### Cells by drive strength

Bar = 20 µm.
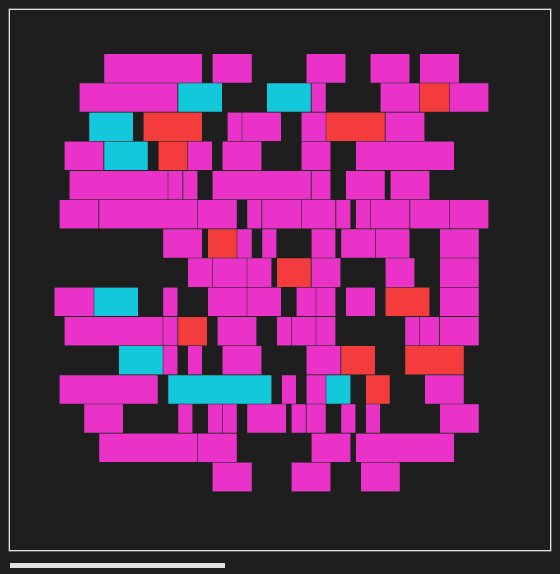
### Metal 1

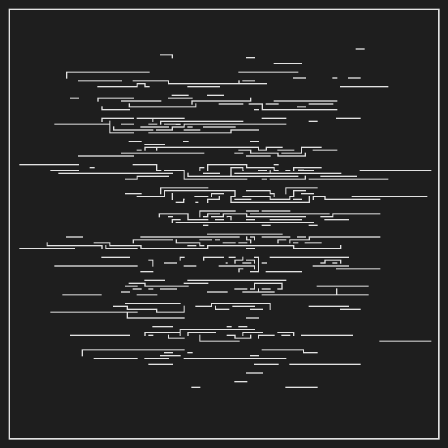
### Metal layers overlaid

Two of the layers only.
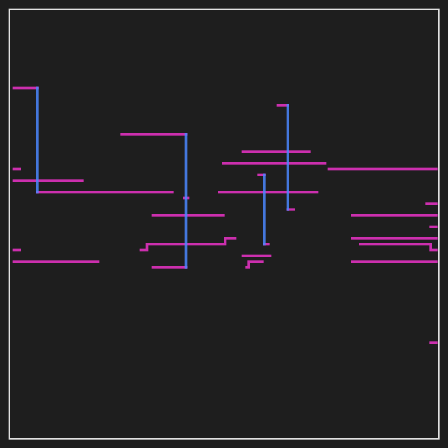
### The clock network

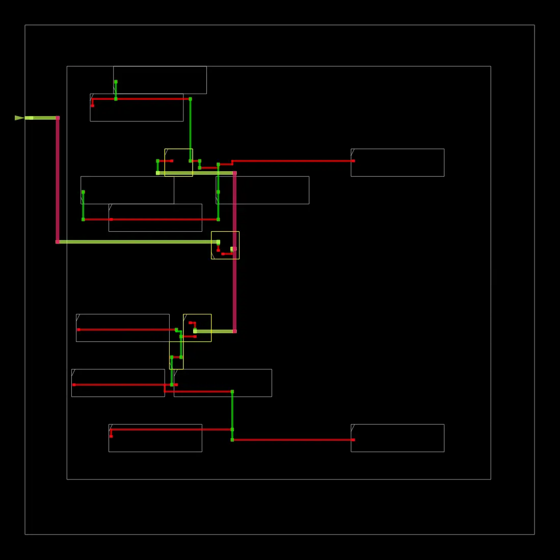
### Metal 2

Cells faint in the background.
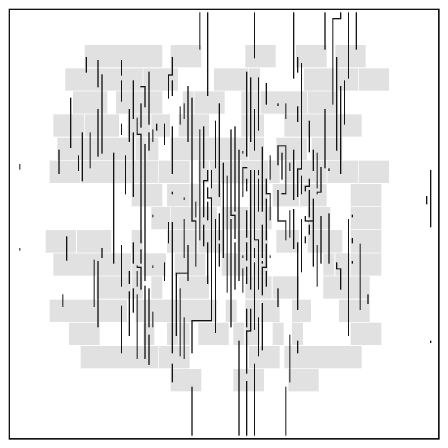
`config.mk`:
```
export PLATFORM = sky130hd
export DESIGN_NAME = ff_bank_arbiter
export DESIGN_NICKNAME = d
export VERILOG_FILES = /design/src/rtl/ff_bank_arbiter.sv
export SDC_FILE = /design/constraint.sdc
export NUM_CORES = 1
export LEC_CHECK = 0
export CAP_MARGIN = 25
export CORE_MARGIN = 4
export CORE_UTILIZATION = 45
export CTS_CLUSTER_DIAMETER = 30
export CTS_CLUSTER_SIZE = 24
export DETAILED_ROUTE_END_ITERATION = 10
export PLACE_DENSITY_LB_ADDON = 0.2
export SLEW_MARGIN = 25
export SYNTH_ARGS = -nofsm -noshare
export SYNTH_HDL_FRONTEND = slang
export SYNTH_SLANG_ARGS = --single-unit
export TNS_END_PERCENT = 20
```
`constraint.sdc`:
```
create_clock -name clk -period 5.3 [get_ports clk]
set_clock_uncertainty 0.1 [all_clocks]
set_input_delay 1.06 -clock clk [delete_from_list [all_inputs] [get_ports clk]]
set_output_delay 1.06 -clock clk [all_outputs]
set_load 0.05 [all_outputs]
```
`src/rtl/ff_bank_arbiter.sv`:
```
`default_nettype none
// +----------------------------------------------------------------------------+
// | ff_bank_arbiter: round-robin shared bank of JK-style bits, two requesters. |
// | Optional FF_BANK_LOCK_EN adds a per-requester lock. Revision 1.0           |
// +----------------------------------------------------------------------------+
module ff_bank_arbiter #(
  parameter int IDX_W = 3
) (
  input  logic                    clk,
  input  logic                    rst,
  input  logic                    req0_valid,
  input  logic [1:0]              req0_op,
  input  logic [IDX_W-1:0]        req0_idx,
  input  logic                    req0_lock,
  output logic                    req0_ready,
  input  logic                    req1_valid,
  input  logic [1:0]              req1_op,
  input  logic [IDX_W-1:0]        req1_idx,
  input  logic                    req1_lock,
  output logic                    req1_ready,
  output logic [(1<<IDX_W)-1:0]   q,
  output logic [1:0]              grant
);

  localparam int WIDTH = 1 << IDX_W;

  logic [WIDTH-1:0] q_q, q_d;
  logic [1:0]       grant_q, grant_d;
  logic             last_q, last_d;
  logic             arb0, arb1;
  logic             xfer0, xfer1;
  logic [1:0]       sel_op;
  logic [IDX_W-1:0] sel_idx;

`ifdef FF_BANK_LOCK_EN
  typedef enum logic [1:0] {
    ST_IDLE  = 2'd0,
    ST_LOCK0 = 2'd1,
    ST_LOCK1 = 2'd2
  } lock_state_t;

  lock_state_t lock_q, lock_d;
`else
  logic lock_unused;
  assign lock_unused = req0_lock ^ req1_lock;
`endif

  // last_q holds the index of the previous winner; the other side wins a tie.
  always_comb begin
    arb0 = 1'b0;
    arb1 = 1'b0;
    if (req0_valid && req1_valid) begin
      arb0 = last_q;
      arb1 = ~last_q;
    end else begin
      arb0 = req0_valid;
      arb1 = req1_valid;
    end
  end

  always_comb begin
    req0_ready = 1'b0;
    req1_ready = 1'b0;
    if (rst) begin
`ifdef FF_BANK_LOCK_EN
      case (lock_q)
        ST_LOCK0: req0_ready = req0_valid;
        ST_LOCK1: req1_ready = req1_valid;
        default: begin
          req0_ready = arb0;
          req1_ready = arb1;
        end
      endcase
`else
      req0_ready = arb0;
      req1_ready = arb1;
`endif
    end
  end

  assign xfer0   = req0_valid & req0_ready;
  assign xfer1   = req1_valid & req1_ready;
  assign sel_op  = xfer1 ? req1_op  : req0_op;
  assign sel_idx = xfer1 ? req1_idx : req0_idx;

  always_comb begin
    q_d     = q_q;
    grant_d = grant_q;
    last_d  = last_q;
    if (xfer0 || xfer1) begin
      grant_d = xfer1 ? 2'b10 : 2'b01;
      last_d  = xfer1;
      case (sel_op)
        2'b01:   q_d[sel_idx] = 1'b0;
        2'b10:   q_d[sel_idx] = 1'b1;
        2'b11:   q_d[sel_idx] = ~q_q[sel_idx];
        default: q_d = q_q;
      endcase
    end
  end

`ifdef FF_BANK_LOCK_EN
  always_comb begin
    lock_d = lock_q;
    case (lock_q)
      ST_IDLE: begin
        if (xfer0 && req0_lock)      lock_d = ST_LOCK0;
        else if (xfer1 && req1_lock) lock_d = ST_LOCK1;
      end
      ST_LOCK0: if (xfer0 && !req0_lock) lock_d = ST_IDLE;
      ST_LOCK1: if (xfer1 && !req1_lock) lock_d = ST_IDLE;
      default:  lock_d = ST_IDLE;
    endcase
  end

  always_ff @(posedge clk or negedge rst) begin
    if (!rst) lock_q <= ST_IDLE;
    else      lock_q <= lock_d;
  end
`endif

  always_ff @(posedge clk or negedge rst) begin
    if (!rst) begin
      q_q     <= '0;
      grant_q <= 2'b00;
      last_q  <= 1'b1;
    end else begin
      q_q     <= q_d;
      grant_q <= grant_d;
      last_q  <= last_d;
    end
  end

  assign q     = q_q;
  assign grant = grant_q;

endmodule
`default_nettype wire

```
==> changes_impl.md <==
### Changed

- Run status: complete, no violations
- Clk Tree Root Cell: clkbuf_4
- Width of the chip: approximately 50 µm
- Busiest layer in global routing: met2
- Post-detailed-placement cell area: around 1100 µm²
- Clock tree from TritonCTS: done
- Io pins: 28
- Commonest cells post-synth: nand2_1, mux2i_1, dfrtp_1, mux2_2, nor2_1
- Final count of hold timing violations: 0
- Wire length on met3: ~160 µm
- Distinct cell type count of the synthesized netlist: 26
- Number of enable flip-flop cells: 0
- FP Util: ~47%
- Via-to-Cell Ratio: between 5 and 6
- Number of resized instances in the post-cts repair step: 0
- Fraction of post-synthesis cell area in the top cell type by area: 31.1%
- Maximum fanout along the worst path: 14
- Non-filler cells, final: between 100 and 150
- Crit share post-route: around four fifths
- Destination of the worst register-to-register timing path: q[0]$_DFFE_PN0P_
Notes on 'Cells by drive strength' above:
[cyan] _2 cells | cells: 8 | share: 7.3%
[magenta] _0 and _1 cells | cells: 91 | share: 83%
[red] _3 and _4 cells | cells: 11 | share: 10%
layout overhead on the synthesized area: 35.2%
Design Area, Final: 1090 µm²
crit path setup slack, layout: 1100 ps
count of buffers not belonging to the clock network in the layout: 26

Notes on 'Metal 1' above:
longest straight run: 16.1 µm
share of all routed wire: 47%
detailed-route via count: 755
GR Util met1: 24.4%
wire length after detailed routing: 2070 µm

Notes on 'Metal layers overlaid' above:
[magenta] metal 3 | wire length: 165 µm
[blue] metal 4 | wire length: 48.3 µm
per-cell routed wire length: 15.3 µm
Tot GR Track Use: 18.0%

Notes on 'The clock network' above:
latest clock arrival within the worst-skew pair: 280 ps
clock distribution power: 61.0 µW
clock tree sinks: 11
number of sequential storage elements: 11

Notes on 'Metal 2' above:
nets with wire on the layer: 112
longest straight run: 16.0 µm
main direction: vertical
routing usage on met2: 27.4%

## power groups by stage
stage	sequential [µW]	combinational, µW	clock [µW]
after floorplan	226	73.2	0
after global placement	136	243	0
after detailed placement	140	245	0
after CTS	138	246	59.1
after global routing	143	259	64.2
final	139	245	61.0
## cells in the final DEF (no fill, tap or decap), drive strengths merged
cell and count:
buf 1, nor2b 2, and2b 1, o221ai 2, dfrtp 10, o32ai 4
nor2 5, a21oi 3, clkbuf 4, o211ai 2, and3 1, or3 1
dfstp 1, o21ai 4, inv 4, or4 1, or2 1, nand2b 3
clkdlybuf4s50 25, mux2 9, mux2i 11, and2 1, nand2 14
## critical path, delay by kind of cell
kind,cells,cell delay [ps]
buffers and inverters,4,1550
and+or+nand+nor,2,440
## state kept, by name, summed over array words and instances, names as in the netlist
register / flops
grant: 2
last_q: 1
q: 8
Power and IR drop assume default switching activity.
